### M1 wires, run 1

Bar = 50 um.
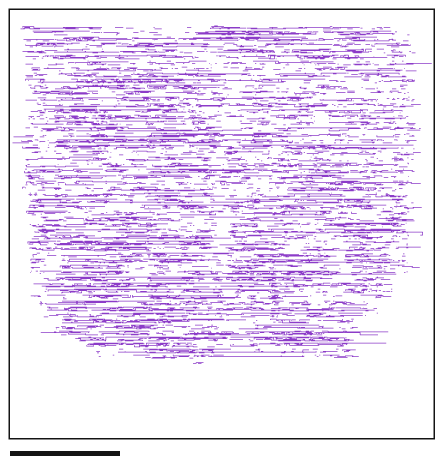
### Met2 routing, run 1

Bar = 50 um.
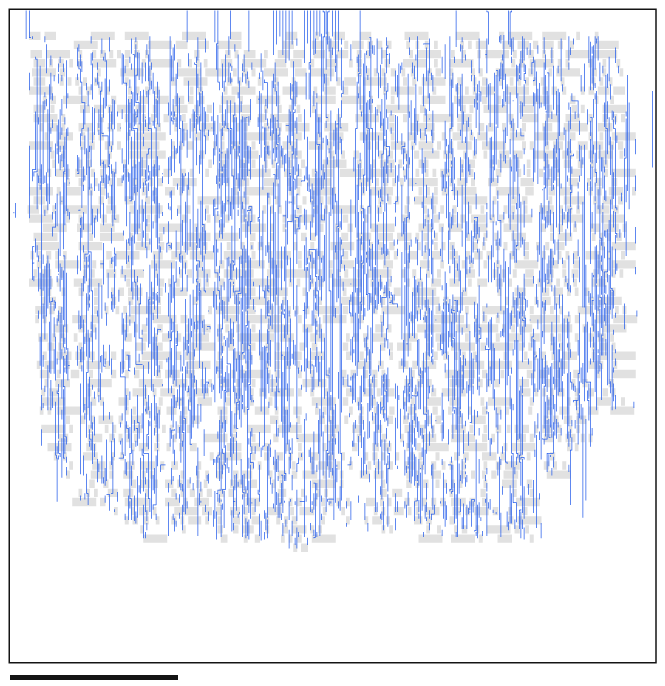
### The metal 3 layer, run 1

Bar = 50 um.
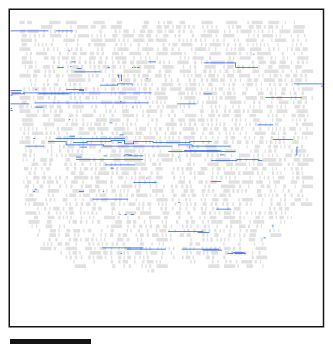
==> config.mk <==
export PLATFORM = sky130hd
export DESIGN_NAME = cic_interpolator
export DESIGN_NICKNAME = d
export VERILOG_FILES = /design/src/rtl/cic_interpolator.sv
export SDC_FILE = /design/constraint.sdc
export NUM_CORES = 1
export LEC_CHECK = 0
export ABC_AREA = 1
export CAP_MARGIN = 20
export CELL_PAD_IN_SITES_DETAIL_PLACEMENT = 1
export CELL_PAD_IN_SITES_GLOBAL_PLACEMENT = 1
export CORE_AREA = 5 5 187 189
export DETAILED_ROUTE_END_ITERATION = 12
export DIE_AREA = 0 0 192 194
export GPL_TIMING_DRIVEN = 0
export PLACE_DENSITY = 0.74
export RECOVER_POWER = 25
export SETUP_SLACK_MARGIN = 0.4
export SLEW_MARGIN = 40
export SYNTH_ARGS = -nofsm -noshare
export SYNTH_HDL_FRONTEND = slang
export SYNTH_SLANG_ARGS = --single-unit
==> constraint.sdc <==
create_clock -name clock -period 11.91 [get_ports clock]
set_clock_uncertainty 0.1 [all_clocks]
set_input_delay 2.382 -clock clock [delete_from_list [all_inputs] [get_ports clock]]
set_output_delay 2.382 -clock clock [all_outputs]
set_load 0.02 [all_outputs]
==> src/rtl/cic_interpolator.sv <==
// CIC interpolating filter: comb chain at the input rate, zero-stuff, integrator chain per ce tick.
// Latency: a sample consumed on ce tick t first reaches out_data on the strobe of ce tick t+STAGES.
// Backpressure: one-entry holding register, in_ready = !full; an empty register on a phase-0 tick inserts zero and sets underflow.
module cic_interpolator #(
  parameter int IN_WIDTH  = 16,
  parameter int OUT_WIDTH = 16,
  parameter int RATE      = 4,
  parameter int STAGES    = 3,
  parameter int ACC_WIDTH = IN_WIDTH + STAGES * $clog2(RATE)
) (
  input  logic                        clock,
  input  logic                        reset_n,
  input  logic                        ce,
  input  logic signed [IN_WIDTH-1:0]  in_data,
  input  logic                        in_valid,
  output logic                        in_ready,
  output logic signed [OUT_WIDTH-1:0] out_data,
  output logic                        out_strobe,
  output logic                        underflow,
  input  logic                        clr_underflow
);

  localparam int PW = $clog2(RATE);
  localparam logic [PW-1:0] LAST_PHASE = PW'(RATE - 1);

  // Holding register and phase state.
  logic signed [IN_WIDTH-1:0]  hold_q;
  logic                        full_q;
  logic [PW-1:0]               phase_q;

  logic                        consume;
  logic                        load;
  logic signed [ACC_WIDTH-1:0] x_acc;

  // A phase-0 tick is the only point where a low-rate sample enters the filter.
  assign consume  = ce && (phase_q == '0);
  // Ready is derived from the registered full flag only, so a same-cycle
  // consume never opens the register for a load in that cycle.
  assign in_ready = !full_q;
  assign load     = in_valid && in_ready;
  // Missing data feeds a zero into the comb chain rather than stalling.
  assign x_acc    = full_q ? ACC_WIDTH'(hold_q) : '0;

  // Holding register: a load takes priority over the consume that empties it.
  always_ff @(posedge clock) begin
    if (!reset_n) begin
      hold_q <= '0;
      full_q <= 1'b0;
    end else if (load) begin
      hold_q <= in_data;
      full_q <= 1'b1;
    end else if (consume) begin
      full_q <= 1'b0;
    end
  end

  // Phase counter walks 0..RATE-1 once per high-rate tick.
  always_ff @(posedge clock) begin
    if (!reset_n) begin
      phase_q <= '0;
    end else if (ce) begin
      if (phase_q == LAST_PHASE) phase_q <= '0;
      else                       phase_q <= phase_q + PW'(1);
    end
  end

  // Sticky underflow: a new underflow beats a coincident clear.
  always_ff @(posedge clock) begin
    if (!reset_n) begin
      underflow <= 1'b0;
    end else if (consume && !full_q) begin
      underflow <= 1'b1;
    end else if (clr_underflow) begin
      underflow <= 1'b0;
    end
  end

  // Comb chain: combinational differences, delays advance on consume only.
  for (genvar k = 0; k < STAGES; k++) begin : g_comb
    logic signed [ACC_WIDTH-1:0] din;
    logic signed [ACC_WIDTH-1:0] dout;
    logic signed [ACC_WIDTH-1:0] dly;

    if (k == 0) begin : g_head
      assign din = x_acc;
    end else begin : g_tail
      assign din = g_comb[k-1].dout;
    end

    assign dout = din - dly;

    // Remember the previous low-rate value of this stage's input.
    always_ff @(posedge clock) begin
      if (!reset_n)     dly <= '0;
      else if (consume) dly <= din;
    end
  end

  // Integrator chain: zero-stuffed comb output in, one registered hop per stage.
  for (genvar k = 0; k < STAGES; k++) begin : g_integ
    logic signed [ACC_WIDTH-1:0] add;
    logic signed [ACC_WIDTH-1:0] acc;

    if (k == 0) begin : g_head
      assign add = consume ? g_comb[STAGES-1].dout : '0;
    end else begin : g_tail
      assign add = g_integ[k-1].acc;
    end

    // Accumulate modulo 2^ACC_WIDTH on every high-rate tick; wrap is intended.
    always_ff @(posedge clock) begin
      if (!reset_n) acc <= '0;
      else if (ce)  acc <= acc + add;
    end
  end

  // Output truncates the last integrator to its top OUT_WIDTH bits each tick.
  always_ff @(posedge clock) begin
    if (!reset_n) begin
      out_data   <= '0;
      out_strobe <= 1'b0;
    end else if (ce) begin
      out_data   <= g_integ[STAGES-1].acc[ACC_WIDTH-1 -: OUT_WIDTH];
      out_strobe <= 1'b1;
    end else begin
      out_strobe <= 1'b0;
    end
  end

endmodule

==> results.toml, run 1 <==
# yosys + openroad results
[outcome]
status = "finished clean"

[pwr]
power.clock.total_uw = 614
powerDensity_nw_per_um2 = 247
power_combinational_mw = 1.98
switching_fraction_of_total_power = 0.484

[logic_synthesis]
syn_nets = 1875
synth.yosys.warnings = 0
synthesis.area_per_instance_um2 = 6.82
synthTopCellsByCount = "sky130_fd_sc_hd__inv_1, sky130_fd_sc_hd__nand2_1, sky130_fd_sc_hd__nor2_1"
top_area_frac = 0.278
postSynth.asyncResetShare = 0
number_of_flops_mapped_to_enable_cells_by_yosys = 0
synthTopCellsByArea = "sky130_fd_sc_hd__dfxtp_1, sky130_fd_sc_hd__ha_1, sky130_fd_sc_hd__inv_1"

[min_path]
min-delay-path-class = "reg -> reg"

[clock_network]
worst_setup_hold_path_clk_slew_ns = 0.07

[final_timing]
final_setup_tns_ns = 0
rsz0062_at_grt = "false"

[cells_and_area]
lay_top_cells = "sky130_fd_sc_hd__inv_1, sky130_fd_sc_hd__nand2_1, sky130_fd_sc_hd__nor2_1"
layout.filler_cells = 4274
layout-drive-gt1-share = 0.0407

[detailed_routing]
antenna_violating_nets_post_route = 0

[die]
die_w_um = 192

[placed_design]
post-place-cells = 2209

[setup_path]
regToRegStartpoint = "full_q"
Back to the opening pictures, 'M1 wires':
The layer carries 17700 um of wire. The wires run mostly horizontal. The layer holds 46% of the routed length. 1888 nets have wire on it. The longest straight run is 79.1 um.
GR Layer Usage met1: 0.262
via count: 11445

Back to the opening pictures, 'Met2 routing':
The layer carries 18500 um of wire. The layer holds 48% of the routed length. The longest straight run is 76.2 um. The wires run mostly vertical. 1679 nets have wire on it.
final WL: 38300 um
met2 usage in global routing: 0.355

Back to the opening pictures, 'The metal 3 layer':
55 nets have wire on it. The layer holds 2.8% of the routed length.
met3 Usage GRT: 0.0283

-- run 1: per-stage QoR --
stage               utilization  power [mW]  worst slack, ns  hold WS [ns]
global route              0.402        3.57             3.36         0.380
CTS                       0.402        3.30             4.09         0.361
finish                    0.402        3.30             4.14         0.358
detailed placement        0.383        2.66             4.16         0.350
global placement          0.383        2.61             4.28         0.343
floorplan                     -        2.14             5.81         0.333
-- run 1: registers in the layout (all words and copies together), names as in the netlist --
register,flops
g_comb.dly,60
phase_q,2
underflow,1
out_strobe,1
out_data,16
g_integ.acc,66
hold_q,16
full_q,1
-- run 1: layout make-up --
type,count,area (um^2),area share
well taps,448,561,0.0421
repair buffers,37,370,0.0278
plain buffers,55,209,0.0157
inverters,268,1010,0.0755
flip-flops and latches,163,3260,0.245
clock buffers,20,457,0.0343
clock inverters,12,180,0.0135
multi-input cells,1238,7280,0.546
-- run 1: critical path, delay by kind of cell, from the launching register on --
| kind | cells | cell delay (ns) |
|---|---|---|
| adders and majority gates | 5 | 1.56 |
| xor gates and xnor gates | 3 | 0.61 |
| and+or+nand+nor | 20 | 2.68 |
| buffers and inverters | 6 | 0.96 |
| DFF | 1 | 0.31 |
| AOI/OAI and AO/OA | 8 | 1.42 |
-- run 1: routing by layer --
metal	vias to the layer above	routed length, um	track usage
li1	5767	-	-
met1	5481	17700	0.262
met2	138	18500	0.355
met3	57	1070	0.0283
met4	2	1030	0.0634
met5	-	7	0
-- run 1: cells by family after synthesis --
| kind of cell | Yosys count | synth area share |
|---|---|---|
| fa+ha+maj | 130 | 0.142 |
| flops | 163 | 0.278 |
| buf+inv | 323 | 0.103 |
| compound gates | 460 | 0.220 |
| simple gates | 572 | 0.201 |
| xor+xnor | 76 | 0.0566 |
==> run 2, diff against run 1 <==
clock period = 7.19 ns   (was 11.91 ns; I/O delays follow)
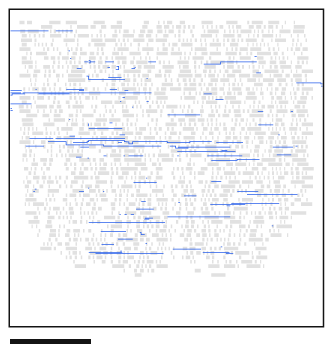
*The metal 3 layer, run 2*
Bar = 50 um.
The wires run mostly horizontal. The layer carries 1170 um of wire. The layer holds 2.9% of the routed length. 66 nets have wire on it.
via count: 11782
final WL: 40100 um

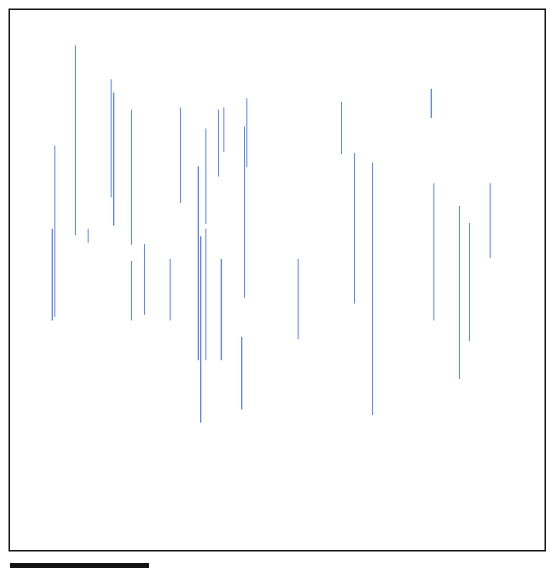
*Metal 4, run 2*
Bar = 50 um.
The layer carries 1190 um of wire. The longest straight run is 90.4 um. The wires run mostly vertical. 24 nets have wire on it. The layer holds 3.0% of the routed length.

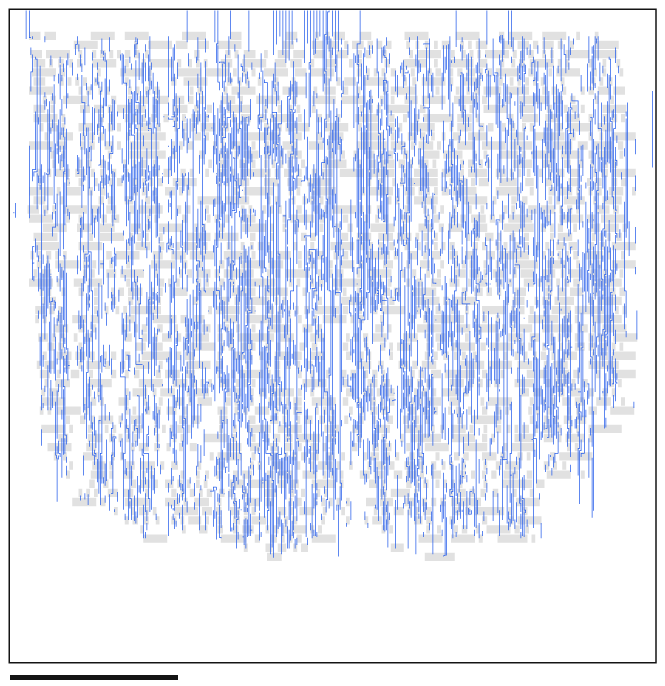
*Met2 routing, run 2*
Bar = 50 um.
met2 usage in global routing: 0.368

==> run 2 against run 1 <==
  * Combinational power grew 99%
  * Non-clock buffer count grew 36
  * Final area grew 6.5%
  * First-iteration DRC count is 7.8% lower
  * Largest cell class unchanged
==> results.toml, run 2 <==
# yosys + openroad results
[logic_synthesis]
synthTopCellsByCount = "sky130_fd_sc_hd__inv_1, sky130_fd_sc_hd__nand2_1, sky130_fd_sc_hd__nor2_1"
synthTopCellsByArea = "sky130_fd_sc_hd__dfxtp_1, sky130_fd_sc_hd__ha_1, sky130_fd_sc_hd__inv_1"
post_synth_and_or_nand_nor_area_fraction = 0.201
synthesis.area_per_instance_um2 = 6.82
ys_cells = 1724
synth.yosys.warnings = 0
postSynth.asyncResetShare = 0
yosys.area_share.adder = 0.142
yosys.area_share.xor_xnor = 0.0566
netlist_area_um2 = 11800
number_of_flops_mapped_to_enable_cells_by_yosys = 0
syn_nets = 1875
top_area_frac = 0.278

[placed_design]
post-place-cells = 2209

[final_timing]
max_slew_margin = 0.458
smallest_hold_slack_ns = 0.360
rsz0062_at_grt = "true"

[global_route]
grt_pass1_wl_um = 62900

[cells_and_area]
largestRegisters = "g_integ.acc x66, g_comb.dly x60"
final.signal_buffer_count = 128
seq_area_frac = 0.230
lay_top_cells = "sky130_fd_sc_hd__inv_1, sky130_fd_sc_hd__nand2_1, sky130_fd_sc_hd__nor2_1"
biggestCellCategory = "logic gates"
signal_buffer_area_fraction = 0.0613
layout-drive-gt1-share = 0.105
n_clock_buffer = 20
num-nonclk-inverters = 268
largest_register_ffs = 66
layout_top_cell = "sky130_fd_sc_hd__inv_1"
flops = 163
comb_area_frac = 0.553
multi_input_comb_area_um2 = 7850

[clock_network]
worst_setup_hold_path_clk_slew_ns = 0.07

[detailed_routing]
antenna_violating_nets_post_route = 0

[die]
die_w_um = 192
io_pins = 40

[setup_path]
regToRegStartpoint = "full_q"
worst-path-buf-inv = 9
timing.critical_path.max_delay_family = "simple AND/OR/NAND/NOR gates"
critPathMostFrequentCell = "sky130_fd_sc_hd__nand2_1"

[pwr]
switching_fraction_of_total_power = 0.477
powerDensity_nw_per_um2 = 432

[outcome]
status = "finished clean"

[min_path]
whs_endpoint = "g_comb[0].dly[3]"
min-delay-path-class = "reg -> reg"
==> run 2: repair_timing <==
action / in CTS / in global routing
buffers inserted: 19 / 17
resized: 44 / 78
endpoints found under the setup margin: 4 / 6
pin swaps: 25 / 58
==> run 2: worst max path at each step <==
stage           start                  to  slack, ns  cells after the start
2_1_floorplan  full_q  g_integ[0].acc[21]       1.09                     42
3_3_place_gp   full_q  g_integ[0].acc[21]      -0.44                     42
3_5_place_dp   full_q  g_integ[0].acc[21]      -0.56                     42
4_1_cts        full_q  g_integ[0].acc[21]       0.40                     42
5_1_grt        full_q  g_integ[0].acc[21]       0.24                     41
6_report       full_q  g_integ[0].acc[19]       0.63                     38
==> run 2: through the flow <==
stage                     setup TNS [ns]   util  worst slack [ns]  total power, mW  instance area [um^2]
after global routing                   0  0.429             0.241             6.60                 14200
after CTS                              0  0.414             0.398             5.76                 13700
after detailed placement          -0.917  0.383            -0.555             4.41                 12700
final                                  0  0.429             0.633             6.13                 14200
after global placement            -0.562  0.383            -0.436             4.32                 12700
after floorplan                        0      -              1.09             3.54                 11800
==> run 2: power by group through the flow <==
stage | clock network, mW | registers, mW | logic (mW)
2_1_floorplan | 0 | 1.14 | 2.40
3_3_place_gp | 0 | 1.17 | 3.15
3_5_place_dp | 0 | 1.18 | 3.23
4_1_cts | 1.03 | 1.16 | 3.57
5_1_grt | 1.07 | 1.17 | 4.36
6_report | 1.02 | 1.16 | 3.95
==> run 2: routing by layer <==
metal,up-vias,routed length (um),global-route usage,part of all wire
met4,2,1190,0.0631,0.030
met3,70,1170,0.0279,0.029
li1,5835,-,-,-
met1,5714,18000,0.264,0.45
met2,161,19800,0.368,0.49
met5,-,7,0,0.00017
==> run 3, diff against run 2 <==
ABC_AREA = default   (was 1)
CORE_AREA = 5 5 185 187   (was 5 5 187 189)
DIE_AREA = 0 0 190 192   (was 0 0 192 194)
DONT_BUFFER_PORTS = 1   (was default)
PLACE_DENSITY = 0.7   (was 0.74)
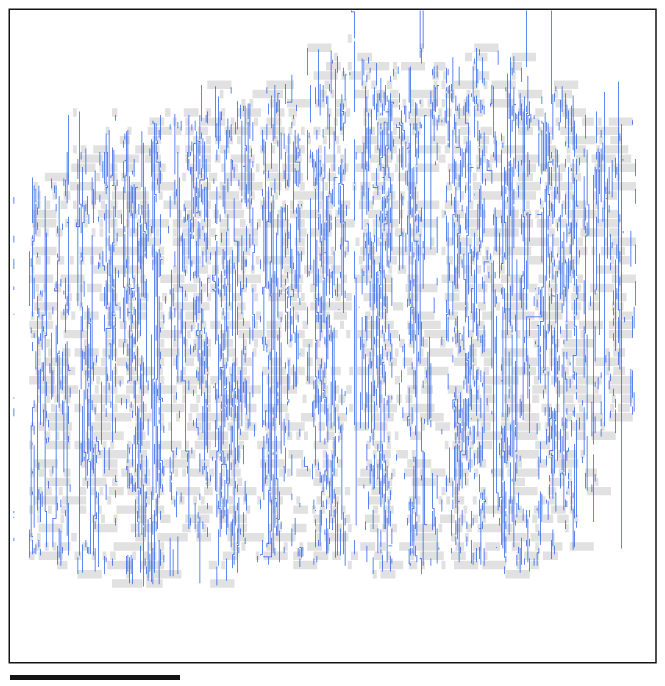
*Met2 routing, run 3*
Bar = 50 um.
met2 usage in global routing: 0.336
final WL: 31500 um
via count: 10123

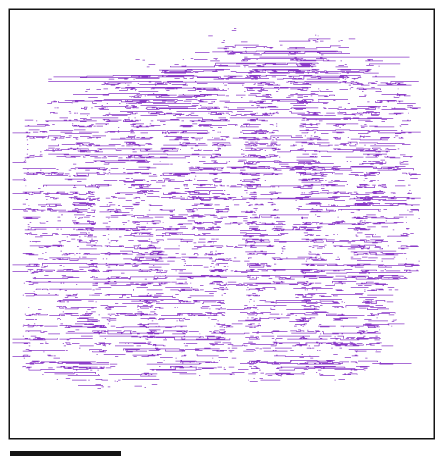
*M1 wires, run 3*
Bar = 50 um.
The wires run mostly horizontal. The layer carries 14200 um of wire. The longest straight run is 67.2 um. The layer holds 45% of the routed length. 1620 nets have wire on it.
GR Layer Usage met1: 0.206

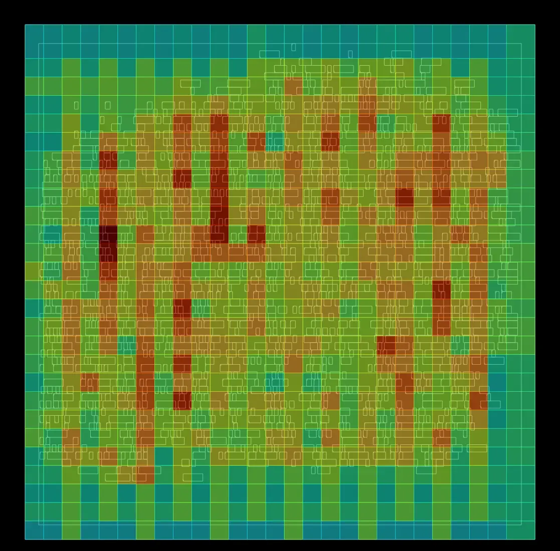
*Routing congestion, run 3*
layer carrying the most global-route usage: met2
final cell utilization of the core: 0.411
Wirelength per Cell: 16.0 um
global router's overall resource usage: 0.176
met3 Usage GRT: 0.0253

==> run 3 against run 2 <==
  * Worst hold slack worse by 0.0085 ns
  * Final area shrank 6.4%
  * Core utilization down 1.7 points
  * Critical endpoint is now g_integ[0].acc[21]
  * First-iteration DRC count shrank 42%
  * Non-clock buffer count down 43
  * Area after synthesis shrank 2.8%
  * Cell count down 13%
==> results.toml, run 3 <==
# yosys + openroad results
[outcome]
status = "finished clean"

[min_path]
min-delay-path-class = "reg -> reg"

[final_timing]
final.setup.worst_slack_ns = 0.145
rsz0062_at_grt = "true"
max_slew_margin = 0.436
smallest_hold_slack_ns = 0.351

[logic_synthesis]
ys_cells = 1464
number_of_flops_mapped_to_enable_cells_by_yosys = 0
netlist_area_um2 = 11400
synthesis.area_per_instance_um2 = 7.81
syn_nets = 1615
top_area_frac = 0.285
postSynth.asyncResetShare = 0
synthTopCellsByCount = "sky130_fd_sc_hd__nand2_1, sky130_fd_sc_hd__dfxtp_1, sky130_fd_sc_hd__nor2_1"

[die]
die_w_um = 190
io_pins = 40

[cells_and_area]
layout-drive-gt1-share = 0.0993
lay_top_cells = "sky130_fd_sc_hd__nand2_1, sky130_fd_sc_hd__dfxtp_1, sky130_fd_sc_hd__nor2_1"
seq_area_um2 = 3260
largestRegisters = "g_integ.acc x66, g_comb.dly x60"
top_register = "g_integ.acc"
final_area_um2 = 13300
largest_register_ffs = 66
layout.filler_cells = 3923
layout_top_cell = "sky130_fd_sc_hd__nand2_1"
final_net_count = 1669

[pwr]
power.clock.total_uw = 987
switching_fraction_of_total_power = 0.417
power_sequential_mw = 1.15
power_combinational_mw = 3.09
largestPowerGroup = "combinational cells"
powerDensity_nw_per_um2 = 393
fin_total_pwr_mw = 5.22

[detailed_routing]
routed-wl-met2_um = 16200
antenna_violating_nets_post_route = 0
met3_wl_post_dr_um = 686
drt_first_iter_violations = 237
wl_met1_um = 14200

[setup_path]
worst-path-buf-inv = 5
crit_path_start = "full_q"
regToRegStartpoint = "full_q"
critical_path_cell_count = 37

[placed_design]
post_dp_cell_area_um2 = 12000
post-place-cells = 1906
preCtsSetupSlack_ns = -0.645

[clock_network]
tritoncts_num_sinks = 163
worst_setup_hold_path_clk_slew_ns = 0.06

[job]
tool_warnings = 30
-- run 3: cell count changes after synthesis, sizes merged, moves of 20 or more --
| cell | delta |
|---|---|
| inv | -159 |
| o21ai | -132 |
| nand3 | -20 |
| a21oi | -42 |
| nor2b | +21 |
| nand2 | -83 |
| and2 | +21 |
| xor2 | -30 |
| mux2i | +62 |
| nor2 | -70 |
| nor3 | +34 |
| xnor2 | +35 |
-- run 3: worst register-to-register path, delay by kind of cell, from the launching register on --
kind,cells,cell delay (ns)
fa+ha+maj,4,1.20
flops,1,0.33
xor+xnor,1,0.13
simple gates,9,1.30
buf+inv,5,0.65
compound gates,18,3.24
-- run 3: kinds of logic (layout without fill, tap and decap cells) --
logic type,Yosys count,after routing,share of synthesized area
compound gates,369,369,0.202
fa+ha+maj,130,130,0.146
buf+inv,158,225,0.0519
flops,163,163,0.285
simple gates,499,499,0.194
xor+xnor,83,83,0.0662
mux,62,62,0.0543
-- run 3: final timing paths --
check                                     endpoint  slack [ns]
worst max-delay path            g_integ[0].acc[21]        0.14
worst min-delay path                    hold_q[13]        0.35
worst max register to register  g_integ[0].acc[21]        0.14
worst min register to register          hold_q[13]        0.35
-- run 3: cell type report --
cell class | count | area share
plain buffers | 50 | 0.0164
clock buffers | 20 | 0.0336
clock inverters | 12 | 0.0136
inverters | 108 | 0.0305
multi-input cells | 1143 | 0.599
flip-flops and latches | 163 | 0.246
well taps | 442 | 0.0416
repair buffers | 35 | 0.0198
-- run 3: timing repair --
action | 4_1_cts | 5_1_grt
cloned | 0 | 0
setup endpoints to repair | 6 | 8
hold endpoints to repair | 0 | 0
buffers inserted | 22 | 13
pin swaps | 28 | 20
resized | 41 | 42
No activity file was given, so power comes from the tool's default toggle rates.
